==> config.mk <==
export PLATFORM = sky130hd
export DESIGN_NAME = seq_mod_div
export DESIGN_NICKNAME = d
export VERILOG_FILES = /design/src/rtl/seq_mod_div.sv
export SDC_FILE = /design/constraint.sdc
export NUM_CORES = 1
export LEC_CHECK = 0
export CORE_MARGIN = 4
export CORE_UTILIZATION = 40
export CTS_BUF_LIST = sky130_fd_sc_hd__clkbuf_2
export DETAILED_ROUTE_END_ITERATION = 6
export SYNTH_ARGS = -nofsm -noshare
export SYNTH_HDL_FRONTEND = slang
export SYNTH_SLANG_ARGS = --single-unit
==> constraint.sdc <==
create_clock -name clk -period 5.9 [get_ports clk]
set_input_delay 0.59 -clock clk [delete_from_list [all_inputs] [get_ports clk]]
set_output_delay 0.59 -clock clk [all_outputs]
set_load 0.02 [all_outputs]
Fig. 1: routed clock nets over the placement
Scale: 3 px per um.
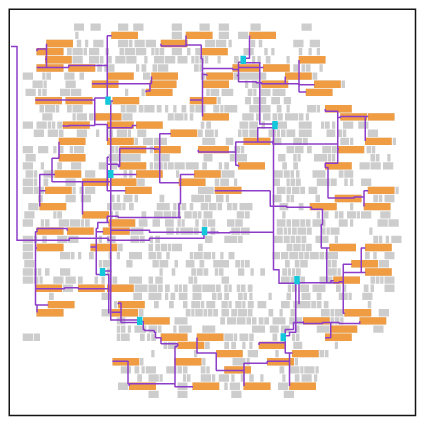
[purple] clock wires | length: 1450 um
[cyan] cells driving clock nets | count: 9
[orange] flip-flops | count: 102
flops lie: spread over the die
routed clock nets: 10
portion of total power attributed to the clock network: 12.5%
Fin Clk Skew: 0.0385 ns
clk_lat worst skew: 0.67 ns
power drawn by the clock network: 430 uW

Fig. 2: met3 routing
Scale: 2 px per um.
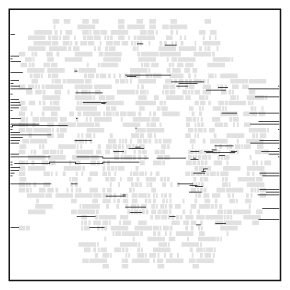
wire length on this layer: 755 um
share of all routed wire: 4.6%
Routed WL: 16400 um
GRT met3 Usage: 3.17%
overall via count from detail_route: 5683

Fig. 3: congestion heat map
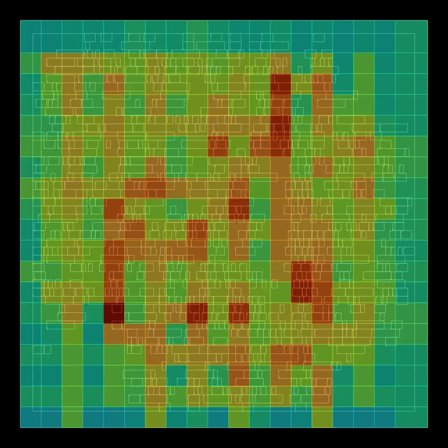
busiest layer in global routing: met2
final core utilization: 48.7%
detail-routed net length per standard cell: 15.6 um

==> flow_metrics.py <==
# Metrics from the implementation run
metrics = {
    "setup_path": {
        "worst-r2r-setup-slack_ns": 2.12,
        "crit_slowest_cell": "sky130_fd_sc_hd__nand3_1",
        "crit_chain": "inv_1 > ha_1 > inv_1 > fa_1 > a211oi_1 > nor2_1 > o21ai_2 > o21ai_2 > a31oi_1 > o211ai_2 > nand3_1 > buf_4 > nand3_1 > nand2_1 > clkdlybuf4s50_1",
        "ff2ff_path_depth": 14,
        "crit_path_max_incr_delay_ns": 0.67,
        "timing.critical_path.depth": 15,
        "setup.worst_path.start_class": "flip-flop",
        "cp_data_arrival_time_ns": 4.78,
        "timing.critical_path.fanout_max": 18,
        "critPathBufInv": 4,
    },
    "synth": {
        "yosys_synthesis_chip_area_um2": 6440,
        "post_synth_arst_share_pct": 100,
        "synthesized_area_fraction_occupied_by_ao_oa_aoi_and_oai_cells_pct": 22.5,
        "postSynthAreaPerCell_um2": 8.42,
        "postSynthSeqShare_pct": 39.6,
        "ys_sh_xor_pct": 4.08,
        "floorplan.nets": 867,
        "postSynthCellCount": 765,
        "enable_flop_cells": 0,
        "synth_top_cell_by_count": "sky130_fd_sc_hd__nand2_1",
        "ff_type": "sky130_fd_sc_hd__dfrtp_1",
        "synth_adder_area_share_pct": 6.91,
        "yosys.area_share.simple_pct": 16.1,
    },
    "floorplan": {
        "floorplan.die_area_um2": 18200,
        "die_height_um": 135,
    },
    "global_routing": {
        "grt_use_total_pct": 18.5,
        "global_route.usage.met2_pct": 30.4,
        "wire_length_of_the_first_global_routing_pass_um": 27500,
        "number_of_antenna_violations_at_the_first_check_in_global_routing": 1,
        "gr-usage-met1_pct": 24.9,
    },
    "routing": {
        "maxUsedRoutingLayer": "met4",
        "routed-wl-met3_um": 755,
        "antenna_viol_nets_final": 0,
        "route.detailed.drc": 0,
        "routed-wl-met2_um": 7620,
    },
    "power": {
        "power_leader": "combinational cells",
        "combPwrFrac_pct": 60.7,
        "max-vdd-ir-drop_uv": 226,
        "p_leak_nw": 3.83,
        "seqPwrFrac_pct": 26.8,
        "power.total_mw": 3.45,
    },
    "timing": {
        "holdWs_ns": 0.355,
        "fmaxAchievable_mhz": 186,
        "slew_headroom_pct": 35.6,
        "final_worst_path_period_need_ns": 5.37,
        "final_max_slew_viol_count": 0,
        "report.final.setup_viol": 0,
    },
    "finish": {
        "inv_count": 41,
        "layout.cells.most_common": "sky130_fd_sc_hd__nand2_1",
        "buf_share_pct": 13.3,
        "clock_buffer_count": 9,
        "antenna-diode-count": 1,
        "comb.multi_input.count": 576,
        "dominant_cells": "combinational gates",
        "final_cell_count_no_fill": 1056,
        "fraction_of_area_in_registers_pct": 33.1,
        "post_route_cells_drive_above_1_share_pct": 4.17,
        "layout_top_cells": "121 x sky130_fd_sc_hd__nand2_1, 109 x sky130_fd_sc_hd__o21ai_0, 101 x sky130_fd_sc_hd__dfrtp_1, 98 x sky130_fd_sc_hd__clkdlybuf4s50_1, 61 x sky130_fd_sc_hd__nor2_1",
    },
    "status": {
        "outcome": "complete, no violations",
    },
    "clock_network": {
        "tritoncts_num_sinks": 102,
        "cts_resized": 0,
        "postCtsSetupBuffers": 0,
        "holdBufCountCts": 0,
        "cts_tree": "built",
    },
    "placement": {
        "detailed_place_hpwl_um": 12000,
        "place_congestion": 0.898,
    },
    "job": {
        "stage_log_warnings": 26,
    },
    "min_path": {
        "timing.hold.worst.class": "input pin to async pin",
    },
}
Power figures rest on the tool's default switching activity, not on a simulated workload.
